run_1/final_congestion.png
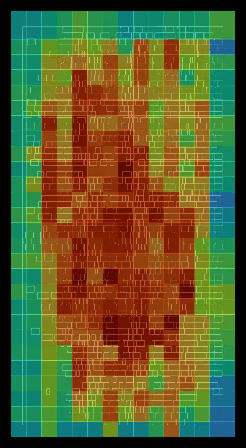
run_1/zoom.png
Window x 63 to 88, y 132 to 157 um. Cells in grey, sequential cells in the stronger grey; small squares are vias.
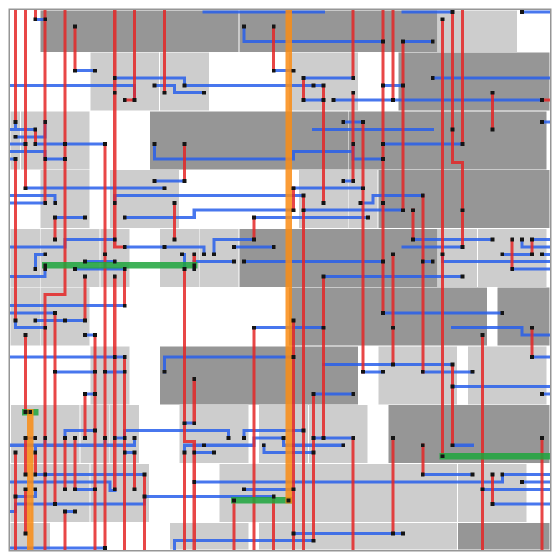
run_1/met1.png
Drawn at 2 px/um.
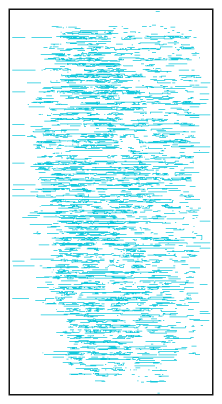
**src/rtl/ex_pkg.sv**
```systemverilog
// Shared opcode map, CPU state codes and widths for the 16-bit pipeline.
package ex_pkg;

    localparam int DATA_W = 16;
    localparam int ADDR_W = 8;

    localparam logic IDLE = 1'b0;
    localparam logic EXEC = 1'b1;

    localparam logic [4:0] NOP   = 5'b00000;
    localparam logic [4:0] HALT  = 5'b00001;
    localparam logic [4:0] LOAD  = 5'b00010;
    localparam logic [4:0] STORE = 5'b00011;
    localparam logic [4:0] SLL   = 5'b00100;
    localparam logic [4:0] SLA   = 5'b00101;
    localparam logic [4:0] SRL   = 5'b00110;
    localparam logic [4:0] SRA   = 5'b00111;
    localparam logic [4:0] ADD   = 5'b01000;
    localparam logic [4:0] ADDI  = 5'b01001;
    localparam logic [4:0] SUB   = 5'b01010;
    localparam logic [4:0] SUBI  = 5'b01011;
    localparam logic [4:0] CMP   = 5'b01100;
    localparam logic [4:0] AND   = 5'b01101;
    localparam logic [4:0] OR    = 5'b01110;
    localparam logic [4:0] XOR   = 5'b01111;
    localparam logic [4:0] LDIH  = 5'b10000;
    localparam logic [4:0] ADDC  = 5'b10001;
    localparam logic [4:0] SUBC  = 5'b10010;
    localparam logic [4:0] JUMP  = 5'b11000;
    localparam logic [4:0] JMPR  = 5'b11001;
    localparam logic [4:0] BZ    = 5'b11010;
    localparam logic [4:0] BNZ   = 5'b11011;
    localparam logic [4:0] BN    = 5'b11100;
    localparam logic [4:0] BNN   = 5'b11101;
    localparam logic [4:0] BC    = 5'b11110;
    localparam logic [4:0] BNC   = 5'b11111;

endpackage

```
**src/rtl/ex_if.sv**
```systemverilog
// Decode-to-EX operand bus and EX/MEM result bus.
interface ex_if;
    import ex_pkg::*;

    logic              state;
    logic [DATA_W-1:0] ex_ir;
    logic [DATA_W-1:0] reg_A;
    logic [DATA_W-1:0] reg_B;
    logic [DATA_W-1:0] smdr;
    logic [DATA_W-1:0] mem_ir;
    logic [DATA_W-1:0] reg_C;
    logic [DATA_W-1:0] smdr1;
    logic              dw;
    logic              zf;
    logic              nf;
    logic              cf;
    logic              br_en;
    logic [ADDR_W-1:0] br_addr;

    modport master (
        output state, ex_ir, reg_A, reg_B, smdr,
        input  mem_ir, reg_C, smdr1, dw,
        input  zf, nf, cf, br_en, br_addr
    );

    modport slave (
        input  state, ex_ir, reg_A, reg_B, smdr,
        output mem_ir, reg_C, smdr1, dw,
        output zf, nf, cf, br_en, br_addr
    );

endinterface

```
**src/rtl/ex_alu.sv**
```systemverilog
// Combinational ALU: arithmetic, logic, shifts and address sums,
// plus which flags the opcode is allowed to update.
module ex_alu
    import ex_pkg::*;
(
    input  logic [4:0]        op_i,
    input  logic [DATA_W-1:0] a_i,
    input  logic [DATA_W-1:0] b_i,
    input  logic              cin_i,
    output logic [DATA_W-1:0] result_o,
    output logic              cout_o,
    output logic              upd_zn_o,
    output logic              upd_c_o
);

    logic            c_in;
    logic [DATA_W:0] add_w;
    logic [DATA_W:0] sub_w;
    logic [DATA_W-1:0] sla_w;
    logic [3:0]      sh;
    logic            is_add;
    logic            is_sub;
    logic            is_addr;
    logic            is_logic;
    logic            is_shift;

    assign sh       = b_i[3:0];
    assign c_in     = cin_i & ((op_i == ADDC) | (op_i == SUBC));
    assign add_w    = {1'b0, a_i} + {1'b0, b_i} + {{DATA_W{1'b0}}, c_in};
    // Bit 16 of the widened difference is the unsigned borrow.
    assign sub_w    = {1'b0, a_i} - {1'b0, b_i} - {{DATA_W{1'b0}}, c_in};
    assign sla_w    = a_i << sh;

    assign is_add   = op_i inside {ADD, ADDI, LDIH, ADDC};
    assign is_sub   = op_i inside {SUB, SUBI, CMP, SUBC};
    assign is_addr  = op_i inside {LOAD, STORE, JMPR,
                                   BZ, BNZ, BN, BNN, BC, BNC};
    assign is_logic = op_i inside {AND, OR, XOR};
    assign is_shift = op_i inside {SLL, SRL, SLA, SRA};

    always_comb begin
        result_o = '0;
        cout_o   = 1'b0;
        upd_zn_o = 1'b0;
        upd_c_o  = 1'b0;
        unique case (1'b1)
            is_add: begin
                result_o = add_w[DATA_W-1:0];
                cout_o   = add_w[DATA_W];
                upd_zn_o = 1'b1;
                upd_c_o  = 1'b1;
            end
            is_sub: begin
                result_o = sub_w[DATA_W-1:0];
                cout_o   = sub_w[DATA_W];
                upd_zn_o = 1'b1;
                upd_c_o  = 1'b1;
            end
            is_addr: begin
                result_o = add_w[DATA_W-1:0];
            end
            is_logic: begin
                upd_zn_o = 1'b1;
                unique case (op_i)
                    AND:     result_o = a_i & b_i;
                    OR:      result_o = a_i | b_i;
                    default: result_o = a_i ^ b_i;
                endcase
            end
            is_shift: begin
                upd_zn_o = 1'b1;
                unique case (op_i)
                    SLL:     result_o = a_i << sh;
                    SRL:     result_o = a_i >> sh;
                    SLA:     result_o = {a_i[DATA_W-1], sla_w[DATA_W-2:0]};
                    default: result_o = $signed(a_i) >>> sh;
                endcase
            end
            default: begin
                result_o = '0;
            end
        endcase
    end

endmodule

```
**src/rtl/ex_stage.sv**
```systemverilog
// Execute stage: ALU, flag register, branch resolution with a
// one-slot squash, and the EX/MEM pipeline registers.
module ex_stage
    import ex_pkg::*;
(
    input  logic clock,
    input  logic reset,
    ex_if.slave  bus
);

    logic [4:0]        op;
    logic              adv;
    logic              taken;
    logic [DATA_W-1:0] alu_res;
    logic              alu_cout;
    logic              upd_zn;
    logic              upd_c;

    logic [DATA_W-1:0] mem_ir_q, mem_ir_d;
    logic [DATA_W-1:0] reg_c_q, reg_c_d;
    logic [DATA_W-1:0] smdr1_q, smdr1_d;
    logic              dw_q, dw_d;
    logic              zf_q, zf_d;
    logic              nf_q, nf_d;
    logic              cf_q, cf_d;
    logic              br_en_q, br_en_d;
    logic [ADDR_W-1:0] br_addr_q, br_addr_d;
    logic              squash_q, squash_d;

    assign op  = bus.ex_ir[15:11];
    assign adv = (bus.state == EXEC);

    ex_alu u_alu (
        .op_i    (op),
        .a_i     (bus.reg_A),
        .b_i     (bus.reg_B),
        .cin_i   (cf_q),
        .result_o(alu_res),
        .cout_o  (alu_cout),
        .upd_zn_o(upd_zn),
        .upd_c_o (upd_c)
    );

    always_comb begin
        taken = 1'b0;
        case (op)
            BZ:      taken = zf_q;
            BNZ:     taken = !zf_q;
            BN:      taken = nf_q;
            BNN:     taken = !nf_q;
            BC:      taken = cf_q;
            BNC:     taken = !cf_q;
            JMPR:    taken = 1'b1;
            default: taken = 1'b0;
        endcase
    end

    always_comb begin
        mem_ir_d  = mem_ir_q;
        reg_c_d   = reg_c_q;
        smdr1_d   = smdr1_q;
        dw_d      = dw_q;
        zf_d      = zf_q;
        nf_d      = nf_q;
        cf_d      = cf_q;
        br_en_d   = br_en_q;
        br_addr_d = br_addr_q;
        squash_d  = squash_q;
        if (adv) begin
            if (squash_q) begin
                // Wrong-path slot behind a taken branch becomes a bubble.
                mem_ir_d  = '0;
                reg_c_d   = '0;
                smdr1_d   = '0;
                dw_d      = 1'b0;
                br_en_d   = 1'b0;
                br_addr_d = '0;
                squash_d  = 1'b0;
            end else begin
                mem_ir_d  = bus.ex_ir;
                reg_c_d   = alu_res;
                smdr1_d   = bus.smdr;
                dw_d      = (op == STORE);
                br_en_d   = taken;
                br_addr_d = taken ? alu_res[ADDR_W-1:0] : '0;
                squash_d  = taken;
                if (upd_zn) begin
                    zf_d = (alu_res == '0);
                    nf_d = alu_res[DATA_W-1];
                end
                if (upd_c) begin
                    cf_d = alu_cout;
                end
            end
        end
    end

    always_ff @(posedge clock or negedge reset) begin
        if (!reset) begin
            mem_ir_q  <= '0;
            reg_c_q   <= '0;
            smdr1_q   <= '0;
            dw_q      <= 1'b0;
            zf_q      <= 1'b0;
            nf_q      <= 1'b0;
            cf_q      <= 1'b0;
            br_en_q   <= 1'b0;
            br_addr_q <= '0;
            squash_q  <= 1'b0;
        end else begin
            mem_ir_q  <= mem_ir_d;
            reg_c_q   <= reg_c_d;
            smdr1_q   <= smdr1_d;
            dw_q      <= dw_d;
            zf_q      <= zf_d;
            nf_q      <= nf_d;
            cf_q      <= cf_d;
            br_en_q   <= br_en_d;
            br_addr_q <= br_addr_d;
            squash_q  <= squash_d;
        end
    end

    assign bus.mem_ir  = mem_ir_q;
    assign bus.reg_C   = reg_c_q;
    assign bus.smdr1   = smdr1_q;
    assign bus.dw      = dw_q;
    assign bus.zf      = zf_q;
    assign bus.nf      = nf_q;
    assign bus.cf      = cf_q;
    assign bus.br_en   = br_en_q;
    assign bus.br_addr = br_addr_q;

endmodule
```
**src/flat_wrapper.sv**
```systemverilog
// flat-port wrapper written by rule: the top's interface ports become plain ports
module ex_stage_flat import ex_pkg::*;
  (clock, reset, bus_state, bus_ex_ir, bus_reg_A, bus_reg_B, bus_smdr, bus_mem_ir, bus_reg_C, bus_smdr1, bus_dw, bus_zf, bus_nf, bus_cf, bus_br_en, bus_br_addr);
  ex_if bus_i ();
  input  logic clock;
  input  logic reset;
  input wire logic [$bits(bus_i.state)-1:0] bus_state;
  input wire logic [$bits(bus_i.ex_ir)-1:0] bus_ex_ir;
  input wire logic [$bits(bus_i.reg_A)-1:0] bus_reg_A;
  input wire logic [$bits(bus_i.reg_B)-1:0] bus_reg_B;
  input wire logic [$bits(bus_i.smdr)-1:0] bus_smdr;
  output wire logic [$bits(bus_i.mem_ir)-1:0] bus_mem_ir;
  output wire logic [$bits(bus_i.reg_C)-1:0] bus_reg_C;
  output wire logic [$bits(bus_i.smdr1)-1:0] bus_smdr1;
  output wire logic [$bits(bus_i.dw)-1:0] bus_dw;
  output wire logic [$bits(bus_i.zf)-1:0] bus_zf;
  output wire logic [$bits(bus_i.nf)-1:0] bus_nf;
  output wire logic [$bits(bus_i.cf)-1:0] bus_cf;
  output wire logic [$bits(bus_i.br_en)-1:0] bus_br_en;
  output wire logic [$bits(bus_i.br_addr)-1:0] bus_br_addr;
  assign bus_i.state = bus_state;
  assign bus_i.ex_ir = bus_ex_ir;
  assign bus_i.reg_A = bus_reg_A;
  assign bus_i.reg_B = bus_reg_B;
  assign bus_i.smdr = bus_smdr;
  assign bus_mem_ir = bus_i.mem_ir;
  assign bus_reg_C = bus_i.reg_C;
  assign bus_smdr1 = bus_i.smdr1;
  assign bus_dw = bus_i.dw;
  assign bus_zf = bus_i.zf;
  assign bus_nf = bus_i.nf;
  assign bus_cf = bus_i.cf;
  assign bus_br_en = bus_i.br_en;
  assign bus_br_addr = bus_i.br_addr;
  ex_stage u_core (.clock(clock), .reset(reset), .bus(bus_i));
endmodule
```
**config.mk**
```make
export PLATFORM = sky130hd
export DESIGN_NAME = ex_stage_flat
export DESIGN_NICKNAME = d
export VERILOG_FILES = /design/src/rtl/ex_pkg.sv /design/src/rtl/ex_if.sv /design/src/rtl/ex_alu.sv /design/src/rtl/ex_stage.sv /design/src/flat_wrapper.sv
export SDC_FILE = /design/constraint.sdc
export NUM_CORES = 1
export LEC_CHECK = 0
export CAP_MARGIN = 10
export CORE_ASPECT_RATIO = 2
export CORE_MARGIN = 5
export CORE_UTILIZATION = 45
export DETAILED_ROUTE_END_ITERATION = 12
export HOLD_SLACK_MARGIN = 0.08
export PLACE_DENSITY = 0.74
export SYNTH_ARGS = -nofsm -noshare
export SYNTH_HDL_FRONTEND = slang
export SYNTH_SLANG_ARGS = --single-unit
```
**constraint.sdc**
```tcl
create_clock -name clock -period 5.15 [get_ports clock]
set_clock_uncertainty 0.05 [all_clocks]
set_input_delay 0.7725 -clock clock [delete_from_list [all_inputs] [get_ports clock]]
set_output_delay 0.7725 -clock clock [all_outputs]
set_load 0.05 [all_outputs]
```
==> results.txt, run 1 <==
flow finished, numbers: status=completed, Final nets=1098, number of optimization iterations in the first detailed-route pass=5, number of warnings the tools reported=59, antenna violations before repair=0, I/O pin count=128, Post-Synth AOI/OAI Area=27.2%, portion of the post-synthesis area used by sequential elements=20.5%, sink count of the clock tree=61, FP Util=45.8%, R2R Path Start=u_core.bus.cf$_DFFE_PN0P_, count of mapped cells out of synthesis=857, power per standard cell area=258 nW/um2, sequential share of cell area=16.5%, routed len/inst=23.8 um, layout overhead on the synthesized area=24.3%, required time of the critical path=5350 ps, maximum net fanout on the critical path=4, Final ANT Viol Nets=0, non-clock buffer instance count of the final layout=168, post-synthesis xor/xnor area fraction=1.88%, non-clock inverter total of the final layout=66, width of the die=101 um, most frequent logic cell in the layout=sky130_fd_sc_hd__clkdlybuf4s50_1, post-detailed-placement cell area=8970 um2, fraction of power consumed by sequential logic=24.7%, WHS Endpoint=u_core.bus.reg_C[1]$_DFFE_PN0P_, H-tree levels=3, count of buffers inserted at the top-level ports=127, number of well taps=204, library cell occupying the most area in the post-synthesis netlist=sky130_fd_sc_hd__dfrtp_1, timing-limited maximum frequency=222 MHz, relative slew slack=25.7%, Worst EP arrival=4710 ps, area of the multi-input gates=5380 um2, CP startpoint=bus_ex_ir[12], largest cells by area after synthesis=sky130_fd_sc_hd__dfrtp_1, sky130_fd_sc_hd__ha_1, sky130_fd_sc_hd__mux4_2, Final Max Slew Viols=0, pin slew with the least headroom to its limit=1090 ps, layout cell share with drive strength beyond 1=13.8%, Logic power comb=1.19 mW, ordered cell list for the critical path=clkdlybuf4s50_1 > xor2_1 > nand4_1 > inv_1 > fa_1 > inv_1 > fa_1 > nor2b_4 > o31a_1 > o41a_1 > o41a_1 > a311o_1 > a221o_1 > a2111oi_2 > nand4b_1 > o21ai_1, mux frac, synth=14.4%, maximum vdd drop=0.162 mV, largest delay contributor family on the critical path=AND-OR/OR-AND gates, cell count of the worst reg-to-reg path=14, power in sequential cells=0.589 mW, comb_multi_in=658, row count=66, most used cells in the layout excluding fill and tap cells=sky130_fd_sc_hd__clkdlybuf4s50_1, sky130_fd_sc_hd__ha_1, sky130_fd_sc_hd__inv_1, sky130_fd_sc_hd__dfrtp_1, sky130_fd_sc_hd__nor2_1, Tmin final=4510 ps, RSZ-0062 raised after global routing=false, Seq. cell area=1530 um2, async set or reset register ratio after synthesis=100%, post-route worst hold slack=432 ps, number of cells in the yosys synthesis report=857, clock tree from TritonCTS=done, global-route wire length before repair=42500 um, Floorplan Nets=991, Clock group=0.608 mW, Placed Cells=1157, die boundary height=192 um, DP Worst Slack=330 ps, clock buf count=13, average cell area after synthesis=8.70 um2, clock latency on the worst-skew pair=320 ps, chip area=19400 um2, portion of the clock cycle consumed by the worst path in the final layout=87.5%, sum of negative setup slack=0 ps, Most common reg cell=sky130_fd_sc_hd__dfrtp_1, hold violation count in the final report=0, reg-to-reg slack, setup=1180 ps, Top Layer Used=met4, DR WL met3=1520 um, via density per instance=6.50, number of antenna diodes=0, Pwr top=combinational logic, Power Internal=1.42 mW, final setup violation count=0, global-route congestion overflow total=0, final critical-path setup slack=644 ps, Clock Power Share=25.4%
## Picture notes: final_congestion.png
grt met2 use: 50.8%
met1 usage in global routing: 29.6%
Finished Core Util: 57.0%
routing usage on met3: 2.94%
overall routing resource usage: 28.4%

## Picture notes: zoom.png
| colour | layer |
|---|---|
| orange | met4 |
| green | met3 |
| blue | met1 |
| red | met2 |
netlist names of flops here include: `u_core.bus.mem_ir` (5), `u_core.bus.smdr1` (4)
cells with their middle in the window: 40
most frequent: dfrtp_1 (10), a31o_2 (5)
sequential cells in the window: 10

## Picture notes: met1.png
share of all routed wire: 34%
wire length on this layer: 9550 um
main direction: horizontal
nets with wire on the layer: 953
longest straight run: 35.4 um
aggregate routed wire length: 27800 um
detailed-route via count: 7608

==> inputs of run 2 (changes only) <==
--- a/config.mk
+++ b/config.mk
@@ -6,12 +6,12 @@
 export NUM_CORES = 1
 export LEC_CHECK = 0
 export CAP_MARGIN = 10
-export CORE_ASPECT_RATIO = 2
 export CORE_MARGIN = 5
 export CORE_UTILIZATION = 45
 export DETAILED_ROUTE_END_ITERATION = 12
 export HOLD_SLACK_MARGIN = 0.08
 export PLACE_DENSITY = 0.74
+export SETUP_SLACK_MARGIN = 0.1
 export SYNTH_ARGS = -nofsm -noshare
 export SYNTH_HDL_FRONTEND = slang
 export SYNTH_SLANG_ARGS = --single-unit
run_2/met1.png
Drawn at 2 px/um.
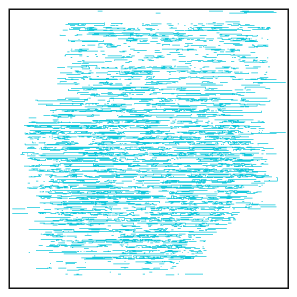
nets with wire on the layer: 977
longest straight run: 44.4 um
wire length on this layer: 10800 um
detailed-route via count: 7478
aggregate routed wire length: 25700 um
met1 usage in global routing: 35.9%

run_2/zoom.png
Window x 92 to 117, y 92 to 117 um. Cells in grey, sequential cells in the stronger grey; small squares are vias.
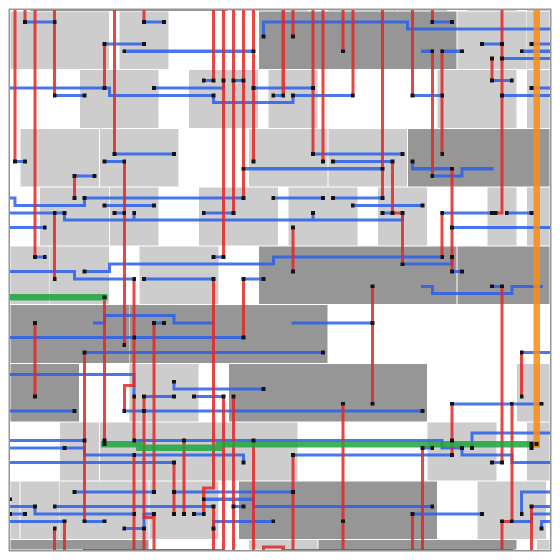
| colour | layer |
|---|---|
| orange | met4 |
| blue | met1 |
| green | met3 |
| red | met2 |
sequential cells in the window: 7
most frequent: clkdlybuf4s50_1 (9), dfrtp_1 (7)
netlist names of flops here include: `u_core.bus.mem_ir` (2), `u_core.bus.reg_C` (2), `u_core.bus.smdr1` (2)
cells with their middle in the window: 35

run_2/final_congestion.png
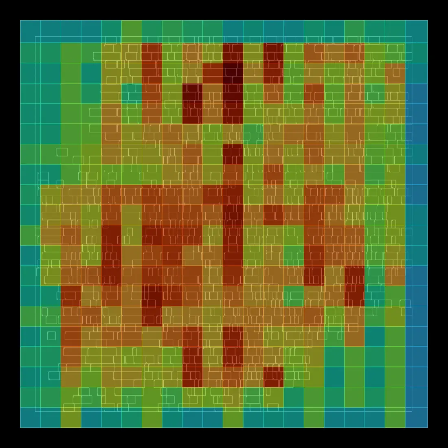
grt met2 use: 39.4%
routed len/inst: 21.7 um
routing usage on met3: 5.31%
overall routing resource usage: 25.5%

==> results.txt, run 2 <==
flow finished, numbers: count of buffers inserted at the top-level ports=127 (unchanged), Final Max Slew Viols=0 (unchanged), die boundary height=139 um (-28%), largest delay contributor family on the critical path=AND-OR/OR-AND gates, DP Worst Slack=241 ps (-89.7 ps), clock buf count=10 (-3), FP Util=45.4% (-0.39 points), width of the die=139 um (+37%), hold violation count in the final report=0 (unchanged), number of cells in the yosys synthesis report=857 (unchanged), status=completed, average cell area after synthesis=8.70 um2 (unchanged), Tmin final=4630 ps (+123 ps), logic depth of the worst path, buffers included=16, non-clock inverter total of the final layout=66 (unchanged), area of the multi-input gates=5380 um2 (unchanged), layout overhead on the synthesized area=24.5%, required time of the critical path=5350 ps (about the same), maximum vdd drop=0.269 mV (+65%), DR WL met3=2440 um (+61%), power per standard cell area=260 nW/um2 (+0.77%), flop and latch count out of synthesis=61, Final nets=1095 (-0.27%), R2R Path Start=u_core.bus.cf$_DFFE_PN0P_, final setup violation count=0 (unchanged), count of mapped cells out of synthesis=857 (unchanged), Top Layer Used=met5, mux frac, synth=14.4% (unchanged), final critical-path setup slack=521 ps (-123 ps), most frequent logic cell in the layout=sky130_fd_sc_hd__clkdlybuf4s50_1, Pwr top=combinational logic, most used cells in the layout excluding fill and tap cells=sky130_fd_sc_hd__clkdlybuf4s50_1, sky130_fd_sc_hd__ha_1, sky130_fd_sc_hd__inv_1, sky130_fd_sc_hd__dfrtp_1, sky130_fd_sc_hd__nor2_1, RSZ-0062 raised after global routing=false, Clock Power Share=26.3% (+0.9 points), clock latency on the worst-skew pair=320 ps (about the same), Floorplan Nets=991 (unchanged), clock tree from TritonCTS=done, portion of the post-synthesis area used by sequential elements=20.5% (unchanged), non-clock buffer instance count of the final layout=165 (-1.8%), Final ANT Viol Nets=0 (unchanged), power in sequential cells=0.584 mW (-0.8%), pin slew with the least headroom to its limit=1060 ps (-28.3 ps), relative slew slack=27.7% (+1.9 points), sum of negative setup slack=0 ps (unchanged), number of well taps=220 (+7.8%), timing-limited maximum frequency=216 MHz (-2.7%), row count=47 (-29%), global-route wire length before repair=39700 um (-6.4%), global-route congestion overflow total=0 (unchanged), number of warnings the tools reported=59 (unchanged), sink count of the clock tree=61 (unchanged), library cell occupying the most area in the post-synthesis netlist=sky130_fd_sc_hd__dfrtp_1, CP startpoint=bus_ex_ir[11], fraction of power consumed by sequential logic=24.3% (-0.4 points), WHS Endpoint=u_core.bus.br_addr[1]$_DFFE_PN0P_, post-synthesis xor/xnor area fraction=1.88% (unchanged), via density per instance=6.31 (-2.9%), Worst EP arrival=4830 ps (+120 ps), Most common reg cell=sky130_fd_sc_hd__dfrtp_1, Seq. cell area=1530 um2 (unchanged), Logic power comb=1.19 mW (about the same), sequential share of cell area=16.4% (-0.020 points), number of optimization iterations in the first detailed-route pass=5 (unchanged), Placed Cells=1170 (+1.1%), Power Internal=1.44 mW (+1.6%), layout cell share with drive strength beyond 1=13.7% (-0.075 points), Clock group=0.634 mW (+4.3%), antenna violations before repair=1 (+1), post-detailed-placement cell area=8970 um2 (about the same), portion of the clock cycle consumed by the worst path in the final layout=89.9% (+2.4 points)
No activity file was given, so power comes from the tool's default toggle rates.
